[src/rtl/shift_reg_piso_param.sv]
// shift_reg_piso_param: parametrised PISO shift register with bit counter, busy/done and selectable bit order.
// Define SHIFT_REG_PISO_ROTATE_EN to add the rotate input (vacated bit takes the emitted bit).
module shift_reg_piso_param #(
  parameter int   WIDTH        = 8,
  parameter int   CNT_W        = $clog2(WIDTH + 1),
  parameter logic DEFAULT_FILL = 1'b0
) (
  input  logic             clk,
  input  logic             rst_n,
  input  logic             load,
  input  logic [WIDTH-1:0] data,
  input  logic             msb_first,
  input  logic             fill_sel,
  input  logic             sin,
`ifdef SHIFT_REG_PISO_ROTATE_EN
  input  logic             rotate,
`endif
  input  logic             enable,
  output logic             out,
  output logic             out_valid,
  output logic             busy,
  output logic             done,
  output logic [CNT_W-1:0] remaining,
  output logic [WIDTH-1:0] q
);
  typedef enum logic {IDLE, SHIFT} state_t;
  state_t state_q, state_d;
  logic [WIDTH-1:0] sr_q, sr_d;
  logic [CNT_W-1:0] rem_q, rem_d;
  logic out_q, out_d, out_valid_q, out_valid_d, done_q, done_d;
  logic msb_q, msb_d, fill_q, fill_d, rot_q, rot_d;
  logic emit, fbit;
  assign emit = msb_q ? sr_q[WIDTH-1] : sr_q[0];
  // Rotation feeds the emitted bit back, so after WIDTH shifts the word is restored.
  assign fbit = rot_q ? emit : (fill_q ? sin : DEFAULT_FILL);
  always_comb begin
    state_d     = state_q;
    sr_d        = sr_q;
    rem_d       = rem_q;
    out_d       = out_q;
    out_valid_d = 1'b0;
    done_d      = 1'b0;
    msb_d       = msb_q;
    fill_d      = fill_q;
    rot_d       = rot_q;
    if (state_q == IDLE) begin
      if (load) begin
        state_d = SHIFT;
        sr_d    = data;
        rem_d   = CNT_W'(WIDTH);
        msb_d   = msb_first;
        fill_d  = fill_sel;
`ifdef SHIFT_REG_PISO_ROTATE_EN
        rot_d   = rotate;
`endif
      end
    end else if (enable) begin
      out_d       = emit;
      out_valid_d = 1'b1;
      sr_d        = msb_q ? {sr_q[WIDTH-2:0], fbit} : {fbit, sr_q[WIDTH-1:1]};
      rem_d       = rem_q - CNT_W'(1);
      if (rem_q == CNT_W'(1)) begin
        done_d  = 1'b1;
        state_d = IDLE;
      end
    end
  end
  always_ff @(posedge clk or negedge rst_n) begin
    if (!rst_n) begin
      state_q     <= IDLE;
      sr_q        <= '0;
      rem_q       <= '0;
      out_q       <= 1'b0;
      out_valid_q <= 1'b0;
      done_q      <= 1'b0;
      msb_q       <= 1'b0;
      fill_q      <= 1'b0;
      rot_q       <= 1'b0;
    end else begin
      state_q     <= state_d;
      sr_q        <= sr_d;
      rem_q       <= rem_d;
      out_q       <= out_d;
      out_valid_q <= out_valid_d;
      done_q      <= done_d;
      msb_q       <= msb_d;
      fill_q      <= fill_d;
      rot_q       <= rot_d;
    end
  end
  assign out       = out_q;
  assign out_valid = out_valid_q;
  assign busy      = (state_q == SHIFT);
  assign done      = done_q;
  assign remaining = rem_q;
  assign q         = sr_q;
endmodule

[config.mk]
export PLATFORM = sky130hd
export DESIGN_NAME = shift_reg_piso_param
export DESIGN_NICKNAME = d
export VERILOG_FILES = /design/src/rtl/shift_reg_piso_param.sv
export SDC_FILE = /design/constraint.sdc
export NUM_CORES = 1
export LEC_CHECK = 0
export CAP_MARGIN = 20
export CORE_UTILIZATION = 40
export CTS_CLUSTER_SIZE = 30
export DETAILED_ROUTE_END_ITERATION = 10
export PLACE_DENSITY = 0.69
export SKIP_CTS_REPAIR_TIMING = 1
export SLEW_MARGIN = 20
export SYNTH_ARGS = -nofsm -noshare
export SYNTH_HDL_FRONTEND = slang
export SYNTH_SLANG_ARGS = --single-unit
export TNS_END_PERCENT = 30
[constraint.sdc]
create_clock -name clk -period 1.5 [get_ports clk]
set_input_delay 0.45 -clock clk [delete_from_list [all_inputs] [get_ports clk]]
set_output_delay 0.45 -clock clk [all_outputs]
set_load 0.01 [all_outputs]
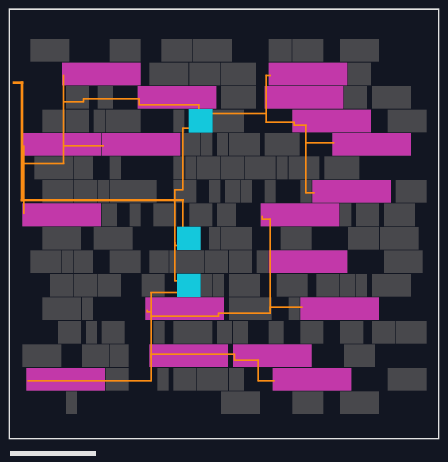
Figure 1: run 1, clock distribution.
Bar = 10 um.
legend:
  clock-net drivers:
    colour: cyan
    count: 3
  clock wires:
    colour: orange
    length: 213 um
  flip-flops:
    colour: magenta
    count: 18
flops lie: widely spread
routed clock nets: 4
Clk pwr share: 11.7%
Power Clock: 0.000296 W
Late-Pin Clk Latency: 0.29 ns

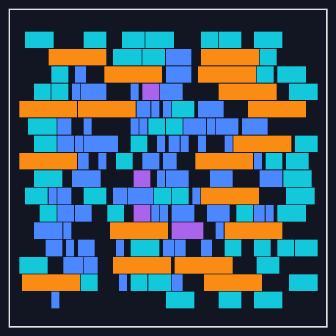
Figure 2: run 1, placement by cell class.
legend:
  registers:
    colour: orange
    cells: 18
    share_of_their_area: 32%
  remaining buffers and delay cells:
    colour: cyan
    cells: 51
    share_of_their_area: 35%
  remaining logic cells:
    colour: blue
    cells: 65
    share_of_their_area: 30%
  clock drivers and dummy loads:
    colour: purple
    cells: 4
    share_of_their_area: 2.6%
final instance area: 1440 sq um
core footprint: 2040 sq um

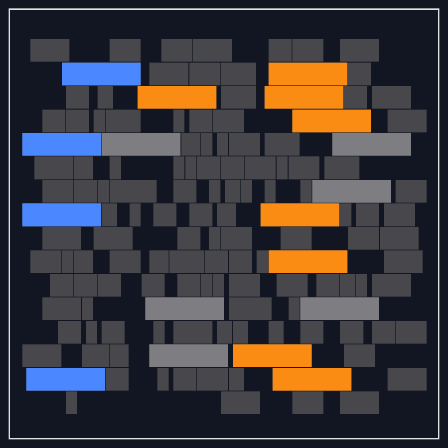
Figure 3: run 1, where the registers sit.
Other sequential cells in the stronger grey, the rest of the logic in the fainter grey.
legend:
  q:
    colour: orange
    placed_flops: 8
  remaining:
    colour: blue
    placed_flops: 4
Seq. pwr: 0.000882 W
final core utilization: 70.5%

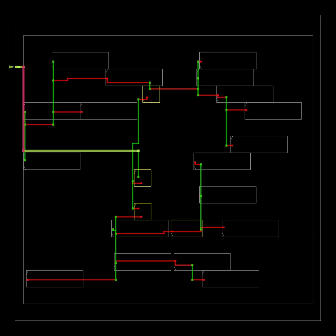
Figure 4: run 1, clock wiring as the flow saved it.
CTS Buf Count: 3
# clock sinks: 18

==> results.py, run 1 <==
# Synthesis and PnR figures
metrics = {
    "run_status": {
        "status": "finished clean",
    },
    "setup_path": {
        "required_ns": 1.73,
        "cp_top_family": "buffers and inverters",
        "endpoint_kind": "register",
        "cp_cell_sequence": "clkdlybuf4s50_1, or2b_4, nand2_1, o221a_2",
        "crit_fanout": 6,
        "critical_path.slowest_cell": "clkdlybuf4s50_1",
        "timing.rr.end": "q[1]$_DFFE_PN0P_",
        "crit_buf_inv": 1,
        "max_stage_delay_ns": 0.48,
        "cp-endpoint": "q[7]$_DFFE_PN0P_",
        "critPathKind": "primary input to register",
        "reg2reg_depth": 3,
        "worst_r2r_startpoint": "msb_q$_DFFE_PN0P_",
        "reg2reg_slack_ns": 0.17,
        "crit_arrival_ns": 1.62,
        "path_depth": 4,
        "critPathLaunchType": "primary input",
    },
    "yosys": {
        "area_leaders": "dfrtp_1 (50%), nand2_1 (7.5%), mux2i_1 (6.6%)",
        "synth_area_sq_um": 905,
        "yosysCellCount": 87,
        "ys_ff": 18,
        "ys_seq_share_pct": 49.8,
        "synthesis.nets": 104,
        "ys.warnings.count": 0,
        "yosysTopAreaCellShare_pct": 49.8,
        "xor_share_pct": 0.968,
        "synth_top_cell_by_area": "dfrtp_1",
        "common_cells": "dfrtp_1 (18), nand2_1 (18), mux2i_1 (6), nor2_1 (6)",
        "ff_type": "dfrtp_1",
        "synth-compound-area-share_pct": 14.8,
        "mux_area_share_pct": 7.88,
        "edf_count": 0,
        "synth_cells": 87,
        "ys_types": 28,
        "ys_async_sr_fraction_pct": 100,
        "ys_sh_adder_pct": 2.77,
        "yosys_area_sq_um": 905,
        "topCombFamilyByArea": "simple AND/OR/NAND/NOR gates",
        "yosys.area_share.simple_pct": 18.8,
    },
    "grt": {
        "grt_first_pass_wirelength_mm": 3.82,
        "busiest_layer": "met2",
        "antenna_found_initial": 0,
        "grt_pass1_vias": 805,
        "grt_max_degree": 19,
        "met1_usage_pct": 30.0,
        "grt_overflow": 0,
        "use_met3_pct": 2.78,
        "grt_usage_pct": 21.0,
    },
    "route": {
        "vias": 850,
        "route.met3.wl_um": 80,
        "highest_layer": "met4",
        "drc": 0,
        "routed_wl_mm": 2.32,
        "routed_via_density": 5.15,
        "first_pass_iters": 4,
        "dr_wl_met2_mm": 1.11,
        "wl_met1_mm": 1.12,
        "ant_nets": 0,
        "wl_per_cell_um": 14.1,
    },
    "flow_run": {
        "warning_count": 27,
        "drv_cap": 0,
    },
    "pwr": {
        "pwr-share-comb_pct": 53.6,
        "p_sw_w": 0.000898,
        "ir_drop_uv": 1130,
        "p_seq_share_pct": 34.7,
        "sw_frac_of_total_pct": 35.4,
        "finalPower_w": 0.00254,
        "comb_cell_power_w": 0.00136,
        "internal_power_w": 0.00164,
        "leakage_nw": 0.791,
        "powerDensity_nw_per_um2": 1760,
        "top_power_group": "combinational logic",
    },
    "final_timing": {
        "clock_skew_ns": 0.000545,
        "hold_violations": 0,
        "post-route-period-util_pct": 92.5,
        "finalCriticalPeriod_ns": 1.39,
        "fin_setup_tns_ns": 0,
        "setup_ws_ns": 0.112,
        "rsz0062_at_grt": "false",
        "worst_pin_slew_ns": 0.480,
        "drv_slew": 0,
        "max_slew_margin_pct": 68.0,
        "fmaxAchievable_ghz": 0.721,
        "holdWs_ns": 0.484,
        "setup_violations": 0,
    },
    "hold_path": {
        "hold_class": "primary input to asynchronous set/reset pin",
    },
    "floorplan": {
        "rows": 16,
        "tap_cells": 27,
        "die_h_um": 49.6,
        "fp.dieW_um": 49.6,
        "num_io_pins": 31,
        "die-area_sq_um": 2460,
    },
    "final_layout": {
        "layout_top_cell": "buf_4",
        "comb_cells": 62,
        "largestClassByArea": "buffers",
        "nets": 156,
        "sh_comb_area_pct": 28.4,
        "layout-drive-gt1-share_pct": 24.6,
        "clock_buffers": 4,
        "nonClockInverterCount": 3,
        "insertedDiodeCount": 0,
        "flops": 18,
        "seq_area_sq_um": 450,
        "largest_register_ffs": 8,
        "n_fill_cell": 172,
        "seq_share_pct": 31.3,
        "area_growth_pct": 59.1,
        "clock_area_share_pct": 2.52,
        "buffers_excl_clock": 51,
        "logic_area_sq_um": 409,
    },
    "placement": {
        "post_dp_cell_area_sq_um": 1330,
        "dp_slack_ns": -0.182,
        "io_buffers": 30,
        "dp_hpwl_mm": 1.69,
        "numPlacedInstances": 156,
    },
    "clock_tree": {
        "clockRootBuffer": "clkbuf_4",
        "clkTransAtPathRegs_ns": 0.10,
        "cts_buffer_depth": 2,
        "htreeDepth": 1,
    },
}
Figure 5. Signal metal coverage by tile (run 1).
The die is cut into 10 by 10 equal tiles; dark blue is low, red is high, scaled to the fullest tile. Values are wire area over tile area, all layers added.
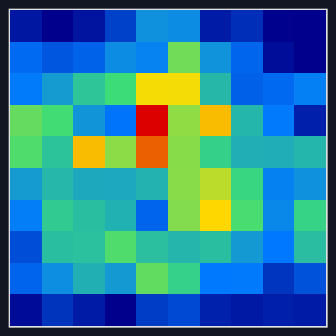

--- run 2 (diff from run 1) ---
--- a/config.mk
+++ b/config.mk
@@ -6,10 +6,12 @@
 export NUM_CORES = 1
 export LEC_CHECK = 0
 export CAP_MARGIN = 20
-export CORE_UTILIZATION = 40
+export CELL_PAD_IN_SITES_DETAIL_PLACEMENT = 0
+export CELL_PAD_IN_SITES_GLOBAL_PLACEMENT = 1
+export CORE_UTILIZATION = 29
 export CTS_CLUSTER_SIZE = 30
 export DETAILED_ROUTE_END_ITERATION = 10
-export PLACE_DENSITY = 0.69
+export PLACE_DENSITY = 0.67
 export SKIP_CTS_REPAIR_TIMING = 1
 export SLEW_MARGIN = 20
 export SYNTH_ARGS = -nofsm -noshare
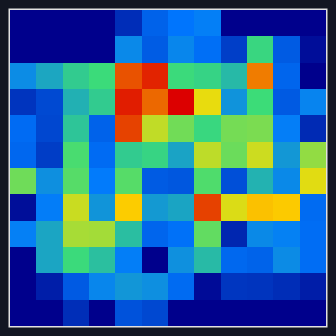
Figure 6: run 2, signal metal coverage by tile.
The die is cut into 12 by 12 equal tiles; dark blue is low, red is high, scaled to the fullest tile. Values are wire area over tile area, all layers added.
mean over tiles: 0.11
nearly empty tiles: 17%
fullest tile: 0.34
tiles over half the peak: 22%
DR WL/cell: 13.3 um
Total Wirelength: 2.25 mm
vias: 826

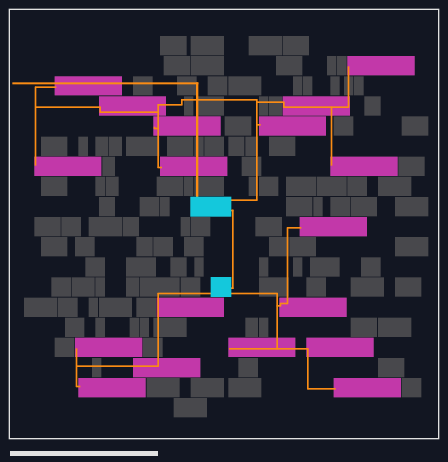
Figure 7: run 2, clock distribution.
Bar = 20 um.
legend:
  flip-flops:
    colour: magenta
    count: 18
  clock wires:
    colour: orange
    length: 241 um
  clock-net drivers:
    colour: cyan
    count: 3
routed clock nets: 4
flops lie: widely spread
Late-Pin Clk Latency: 0.28 ns
Clk pwr share: 9.5%

==> run 2 against run 1 <==
The flow now finishes with violations (design-rule violations). Flip-flop count did not move. Clock-buffer cell count down 1. Die size is 36% higher. Critical path depth stayed put. Sequential power shrank 3.1%. Sequential share of layout area barely moved. Core utilization is 20 points lower. Total power shrank 2.1%. Register-to-register slack about the same. Synthesized cell count did not move. Fmax is 2.2% lower. Critical path type unchanged. Largest power group unchanged. Highest routed layer unchanged.
==> results.py, run 2 <==
# Synthesis and PnR figures
metrics = {
    "final_timing": {
        "post-route-period-util_pct": 94.6,
        "worst_pin_slew_ns": 0.489,
        "clock_skew_ns": 0.00781,
        "finalCriticalPeriod_ns": 1.42,
        "setup_violations": 0,
        "fmaxAchievable_ghz": 0.705,
    },
    "route": {
        "first_pass_iters": 7,
        "route.met3.wl_um": 126,
        "drc": 4,
        "routed_via_density": 4.89,
    },
    "final_layout": {
        "design_area_sq_um": 1440,
        "nonClockInverterCount": 3,
        "comb_cells": 62,
        "flops": 18,
        "clock_buffers": 3,
        "seq_area_sq_um": 450,
        "seq_share_pct": 31.3,
        "n_fill_cell": 277,
        "post-route-util_pct": 50.4,
        "nets": 157,
        "logic_area_sq_um": 409,
        "layout-drive-gt1-share_pct": 24.6,
        "buffers_excl_clock": 52,
        "sh_comb_area_pct": 28.5,
        "insertedDiodeCount": 0,
    },
    "yosys": {
        "synth_top_cell_by_area": "dfrtp_1",
        "ys_types": 28,
        "ys.warnings.count": 0,
        "synth_area_sq_um": 905,
        "synth-compound-area-share_pct": 14.8,
        "yosysTopAreaCellShare_pct": 49.8,
        "common_cells": "dfrtp_1 (18), nand2_1 (18), mux2i_1 (6), nor2_1 (6)",
        "ys_sh_adder_pct": 2.77,
        "edf_count": 0,
        "yosysCellCount": 87,
        "area_leaders": "dfrtp_1 (50%), nand2_1 (7.5%), mux2i_1 (6.6%)",
        "yosys_area_sq_um": 905,
    },
    "floorplan": {
        "tap_cells": 31,
        "coreArea_sq_um": 2850,
        "die-area_sq_um": 3350,
        "num_io_pins": 31,
        "die_h_um": 57.9,
    },
    "setup_path": {
        "max_stage_delay_ns": 0.48,
        "reg2reg_slack_ns": 0.17,
        "timing.rr.end": "q[1]$_DFFE_PN0P_",
        "reg2reg_depth": 3,
        "path_depth": 4,
        "cp_top_family": "buffers and inverters",
        "cp-endpoint": "q[5]$_DFFE_PN0P_",
        "critical_path.slowest_cell": "clkdlybuf4s50_1",
        "crit_buf_inv": 1,
        "critPathLaunchType": "primary input",
        "critPathKind": "primary input to register",
        "endpoint_kind": "register",
        "crit_arrival_ns": 1.64,
    },
    "grt": {
        "busiest_layer": "met2",
        "grt_max_degree": 19,
        "met1_usage_pct": 20.3,
    },
    "placement": {
        "io_buffers": 30,
        "post_dp_cell_area_sq_um": 1360,
        "numPlacedInstances": 164,
        "dp_slack_ns": -0.213,
    },
    "pwr": {
        "sw_frac_of_total_pct": 35.3,
        "powerDensity_nw_per_um2": 1730,
        "p_seq_w": 0.000855,
        "leakage_nw": 0.788,
        "comb_cell_power_w": 0.00139,
        "pwr-share-comb_pct": 56.1,
        "top_power_group": "combinational logic",
    },
    "run_status": {
        "status": "complete, but fails checks",
        "violations": "design-rule violations",
    },
    "clock_tree": {
        "clock-sinks": 18,
        "clockRootBuffer": "clkbuf_4",
        "numCtsBuffers": 3,
    },
    "flow_run": {
        "drv_cap": 0,
    },
}
No activity file was given, so power comes from the tool's default toggle rates.
